## config.mk

```make
export PLATFORM = sky130hd
export DESIGN_NAME = s0_digit_counter
export DESIGN_NICKNAME = d
export VERILOG_FILES = /design/src/rtl/stopwatch_pkg.sv /design/src/rtl/tick_prescaler.sv /design/src/rtl/s0_digit_counter.sv
export SDC_FILE = /design/constraint.sdc
export NUM_CORES = 1
export LEC_CHECK = 0
export ABC_AREA = 1
export CAP_MARGIN = 20
export CORE_MARGIN = 2
export CORE_UTILIZATION = 53
export CTS_BUF_LIST = sky130_fd_sc_hd__clkbuf_8
export DETAILED_ROUTE_END_ITERATION = 7
export PLACE_DENSITY = 0.76
export SYNTH_ARGS = -nofsm -noshare
export SYNTH_HDL_FRONTEND = slang
export SYNTH_SLANG_ARGS = --single-unit
```

## constraint.sdc

```tcl
create_clock -name clk -period 1.8 [get_ports clk]
set_clock_uncertainty 0.15 [all_clocks]
set_input_delay 0.36 -clock clk [delete_from_list [all_inputs] [get_ports clk]]
set_output_delay 0.36 -clock clk [all_outputs]
set_load 0.005 [all_outputs]
```

## src/rtl/stopwatch_pkg.sv

```systemverilog
// stopwatch_pkg -- shared types and constants for the stopwatch digit blocks.
//   digit_t        : one BCD digit (0..9)
//   S0_MAX/S0_MIN  : range limits of the seconds-units digit
//   dir_e          : count direction
//   digit_inc_wrap : +1 modulo 10, used by set-mode manual increment
package stopwatch_pkg;

   typedef logic [3:0] digit_t;

   localparam digit_t S0_MAX = 4'd9;
   localparam digit_t S0_MIN = 4'd0;

   typedef enum logic {DIR_DOWN = 1'b0, DIR_UP = 1'b1} dir_e;

   function automatic digit_t digit_inc_wrap(input digit_t d);
      return (d == S0_MAX) ? S0_MIN : d + 4'd1;
   endfunction

endpackage

```

## src/rtl/tick_prescaler.sv

```systemverilog
// tick_prescaler -- divides clk down to a one-cycle step every TICK_DIV
// running cycles. Reusable for any digit rate (seconds, centiseconds).
// Ports:
//   clk   : system clock
//   reset : asynchronous active-low reset
//   run   : count enable; the phase is held while low
//   clear : synchronous clear of the phase counter (wins over run)
//   step  : high on the running cycle where the counter wraps
// Parameters: TICK_DIV (>= 2) cycles per step, CNT_W with 2^CNT_W >= TICK_DIV.
module tick_prescaler #(
   parameter int TICK_DIV = 50_000_000,
   parameter int CNT_W    = 26
) (
   input  logic clk,
   input  logic reset,
   input  logic run,
   input  logic clear,
   output logic step
);

   localparam logic [CNT_W-1:0] LAST = CNT_W'(TICK_DIV - 1);

   logic [CNT_W-1:0] cnt;
   logic             at_last;

   assign at_last = (cnt == LAST);
   assign step    = run & at_last;

   always_ff @(posedge clk or negedge reset) begin
      if (!reset)       cnt <= '0;
      else if (clear)   cnt <= '0;
      else if (run)     cnt <= at_last ? '0 : cnt + CNT_W'(1);
   end

endmodule

```

## src/rtl/s0_digit_counter.sv

```systemverilog
// s0_digit_counter -- seconds-units digit of the stopwatch.
// Holds the 1 Hz prescaler and the 0..9 up/down digit. Emits a one-cycle
// carry/borrow to the seconds-tens digit on the same cycle its own digit
// steps, so both digits update on one edge. A sticky done flag is raised
// when a step would leave the range while the upper digits report their
// limit (upper_limit). Set mode freezes counting and allows manual +1.
// Ports:
//   clk, reset (async active-low)
//   start        : run level          ups         : 1 = up, 0 = down
//   force_reset  : sync clear         set_en      : set mode
//   plus         : set-mode +1 (edge) upper_limit : upper digits at limit
//   lap          : lap toggle request (edge)
//   out_S0       : current digit      disp_S0     : digit for display
//   carry_out    : step pulse to S1   done        : sticky limit flag
// Optional: define STOPWATCH_LAP_EN to add the lap-freeze display capture;
// without it disp_S0 follows out_S0 and lap is ignored.
module s0_digit_counter
   import stopwatch_pkg::*;
#(
   parameter int TICK_DIV = 50_000_000,
   parameter int CNT_W    = 26
) (
   input  logic       clk,
   input  logic       reset,
   input  logic       start,
   input  logic       ups,
   input  logic       force_reset,
   input  logic       set_en,
   input  logic       plus,
   input  logic       upper_limit,
   input  logic       lap,
   output logic [3:0] out_S0,
   output logic [3:0] disp_S0,
   output logic       carry_out,
   output logic       done
);

   digit_t s0_q;
   logic   done_q;
   logic   plus_q;
   logic   set_q;
   logic   run;
   logic   step;
   logic   at_end;
   logic   plus_rise;
   logic   set_rise;
   dir_e   dir;

   assign run       = start & ~set_en & ~done_q;
   assign dir       = ups ? DIR_UP : DIR_DOWN;
   assign at_end    = (dir == DIR_UP) ? (s0_q == S0_MAX) : (s0_q == S0_MIN);
   assign plus_rise = plus & ~plus_q;
   assign set_rise  = set_en & ~set_q;

   // force_reset masks the pulse so S1 never sees a carry the digit dropped.
   assign carry_out = step & ~force_reset & at_end & ~upper_limit;

   tick_prescaler #(
      .TICK_DIV (TICK_DIV),
      .CNT_W    (CNT_W)
   ) u_presc (
      .clk   (clk),
      .reset (reset),
      .run   (run),
      .clear (force_reset | set_en),
      .step  (step)
   );

   always_ff @(posedge clk or negedge reset) begin
      if (!reset) begin
         s0_q   <= S0_MIN;
         done_q <= 1'b0;
         plus_q <= 1'b0;
         set_q  <= 1'b0;
      end else begin
         plus_q <= plus;
         set_q  <= set_en;
         if (force_reset) begin
            s0_q   <= S0_MIN;
            done_q <= 1'b0;
         end else if (set_en) begin
            if (plus_rise) s0_q <= digit_inc_wrap(s0_q);
            if (set_rise)  done_q <= 1'b0;
         end else if (step) begin
            if (!at_end)          s0_q   <= (dir == DIR_UP) ? s0_q + 4'd1 : s0_q - 4'd1;
            else if (upper_limit) done_q <= 1'b1;   // digit holds at its limit
            else                  s0_q   <= (dir == DIR_UP) ? S0_MIN : S0_MAX;
         end
      end
   end

   assign out_S0 = s0_q;
   assign done   = done_q;

`ifdef STOPWATCH_LAP_EN
   logic   lap_q;
   logic   lap_active;
   digit_t lap_s0;

   always_ff @(posedge clk or negedge reset) begin
      if (!reset) begin
         lap_q      <= 1'b0;
         lap_active <= 1'b0;
         lap_s0     <= S0_MIN;
      end else begin
         lap_q <= lap;
         if (force_reset) begin
            lap_active <= 1'b0;
         end else if (lap & ~lap_q) begin
            lap_active <= ~lap_active;
            if (!lap_active) lap_s0 <= s0_q;   // capture only when entering lap
         end
      end
   end

   assign disp_S0 = lap_active ? lap_s0 : s0_q;
`else
   logic unused_lap;
   assign unused_lap = lap;
   assign disp_S0    = s0_q;
`endif

endmodule

```

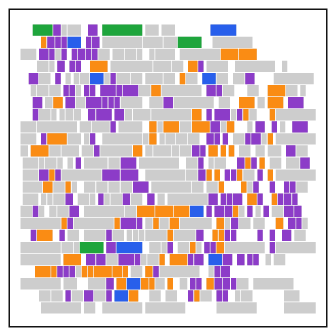
(images/gates.png)
legend:
  purple:
    family: nand cells
    cells: 150
    where: spread over the die
  green:
    family: fa/ha/maj cells
    cells: 4
  orange:
    family: nor cells
    cells: 73
  blue:
    family: xor and xnor cells
    cells: 9
most instantiated logic cell after routing: nand2_1
filler-free cell count of the finished design: 500
Comb/total area: 0.428

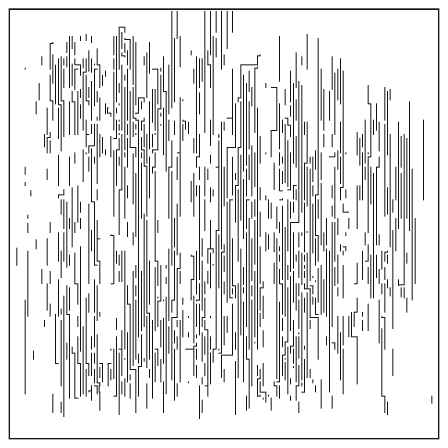
(images/m2.png)
nets with wire on the layer: 400
longest straight run: 40.1 microns
main direction: vertical
routed vias: 2819
Routed WL: 7570 microns
M2 GR Usage: 0.495

## routing by layer
layer	global-route usage	share of wire
met1	0.352	0.41
met2	0.495	0.49
met3	0.0456	0.060
met4	0.122	0.036
met5	0	0
## power by group
| part | leakage, nW | internal, mW | total [mW] | switching [mW] |
|---|---|---|---|---|
| Clock | 0.0399 | 0.254 | 0.523 | 0.269 |
| Combinational | 1.21 | 0.313 | 0.635 | 0.322 |
| Sequential | 0.451 | 0.767 | 0.794 | 0.0265 |
## cell type report
class | count | share of cell area
Tap cell | 52 | 0.0185
Multi-Input combinational cell | 260 | 0.428
Sequential cell | 33 | 0.235
Timing Repair Buffer | 100 | 0.245
Clock inverter | 1 | 0.00142
Inverter | 49 | 0.0523
Clock buffer | 5 | 0.0196
## cell families after synthesis
| group | synth area share |
|---|---|
| xor gates and xnor gates | 0.0329 |
| DFF | 0.345 |
| and+or+nand+nor | 0.452 |
| buffers and inverters | 0.103 |
| AOI/OAI and AO/OA | 0.0465 |
| adders and majority gates | 0.0209 |
## flip-flops by register name (all words and copies together) (netlist names)
name,flops
u_presc.cnt,26
disp_S0,4
done,1
plus_q,1
set_q,1
## worst max-delay path by stage
| stage | slack (ps) | endpoint | depth (start not counted) |
|---|---|---|---|
| after CTS | -430 | carry_out | 9 |
| final | -500 | carry_out | 8 |
| after global placement | -650 | carry_out | 7 |
| after global routing | -570 | carry_out | 8 |
| after floorplan | 9 | carry_out | 8 |
| after detailed placement | -670 | carry_out | 6 |
## cells in the final DEF, fill, tap and decap left out, types with 2 or more instances in the layout
cell | Yosys | layout
dfrtp_1 | 33 | 32
a21oi_1 | 6 | 6
buf_12 | 0 | 3
inv_2 | 2 | 8
nor3_2 | 0 | 6
o21ai_0 | 7 | 4
buf_6 | 0 | 6
nand2_4 | 1 | 2
inv_1 | 47 | 41
o21ai_2 | 1 | 3
nor2_2 | 10 | 12
buf_8 | 1 | 2
nor3_1 | 15 | 9
dlymetal6s2s_1 | 0 | 3
nand2_2 | 6 | 13
nor2_4 | 5 | 11
xnor2_1 | 2 | 2
nand3_2 | 4 | 11
xor2_1 | 7 | 5
and3_1 | 3 | 3
dlygate4sd2_1 | 0 | 6
clkbuf_8 | 0 | 5
nor2_1 | 42 | 34
nand2_1 | 94 | 86
nand4_1 | 15 | 15
xor2_2 | 0 | 2
nand3_1 | 30 | 23
ha_2 | 0 | 2
clkdlybuf4s50_1 | 0 | 7
buf_4 | 5 | 72
## through the flow
step           hold WS [ps]   util  TNS, ps  area [sq um]  setup WS (ps)
4_1_cts                 297  0.763    -1860          3320           -433
3_3_place_gp            416  0.725    -5010          3160           -650
3_5_place_dp            422  0.725    -5870          3160           -670
5_1_grt                 314  0.808    -4600          3520           -573
6_report                286  0.808    -2510          3520           -499
2_1_floorplan         -85.6      -        0          2390           9.36
## worst max-delay path: stages, from the launching register on
cell and delay, ps:
dfrtp_1 380, nor2_1 220, nand2_1 140, nor2_2 200
nand2_2 110, nor2_4 140, inv_2 50, nor4_2 120
buf_2 150
## timing repair
action                                  in CTS  in global routing
endpoints found under the hold margin        0                  0
endpoints found under the setup margin      29                 27
pin swaps                                   15                 20
setup buffers                                5                  5
hold buffers                                 0                  0
resized                                     35                 41
==> ci_impl_report.md <==
### Metrics collected by this job

| Metric | Value |
|---|---|
| Reg clk slew, reported paths | approximately 70 ps |
| Fin crit share | 1.28 |
| Final antenna-violating net count | 0 |
| Critical path fanouts, max | 2 |
| Floorplan utilization | 0.550 |
| PwrDens | 555 nW/um^2 |
| Worst r2r src | u_presc.cnt[0] |
| Die area | roughly 5100 sq um |
| R2R setup slack | -130 ps |
| Ports | 19 |
| Fin worst setup slack | -499 ps |
| Slew Limit Headroom | 0.803 |
| Status | complete, but fails checks |
| 1st-pass router iterations | 5 |
| Die Ht | between 70 and 80 microns |
| Storage cell area | a little over 800 sq um |
| Min cycle time layout | between 2000 and 2500 ps |
| Pleak | around 1.7 nW |
| Vias per std cell | 5.64 |
| Post-Syn Area | roughly 2400 sq um |
| Area Overhead vs Synth | 47.0% |
| Critical path required time | roughly 1300 ps |
| Worst slew pin tran | between 200 and 300 ps |
| Post-synth top area cell | dfrtp_1 |
| Critical path startpoint category | flop |
| Synthesized area per cell | between 6 and 7 sq um |
| First-pass GRT wire length | 11300 microns |
| Worst VDD drop | approximately 580 uV |
| Input/output buffers | 17 |
| Failing checks | setup timing |
| Total number of H-tree levels | 2 |
| Tool warning count | 31 |
| Post-synth top cells | 94 x nand2_1, 47 x inv_1, 42 x nor2_1 |
| Yosys Instances | approximately 350 |
| Critical R2R Capture | disp_S0[1] |
| Initial antenna violation count | 0 |
| Root Buffer | clkbuf_8 |
| RSZ-0062 raised after global routing | true |
| GPL Wtd Cong | between 0.9 and 1 |
| GRT Util Overall | 0.286 |
| Final setup vio count | 24 |
| Post-Synthesis Cells | approximately 350 |
| Rows | 24 |
| Max clock buf depth | 2 |
| Vias in the first global route | 2557 |
| Critical Path AT | 1790 ps |
| Fillers | about 270 |
| Critical Path Sink Type | output pin |
| Detailed Place HPWL | between 5000 and 6000 microns |
| Clock tree from TritonCTS | done |
| Post-synth EDFFs | 0 |
| Largest net degree at the start of global routing | 34 |
| Syn nets | ~360 |
| Logic area | ~1500 sq um |
| Nets | between 400 and 500 |
| Drt drc | 0 |
| Peak Freq | 435 MHz |
| Layout cells sized above 1 | 0.368 |
| CTS Sinks | 33 |
Power is estimated from default activity; no workload was simulated.
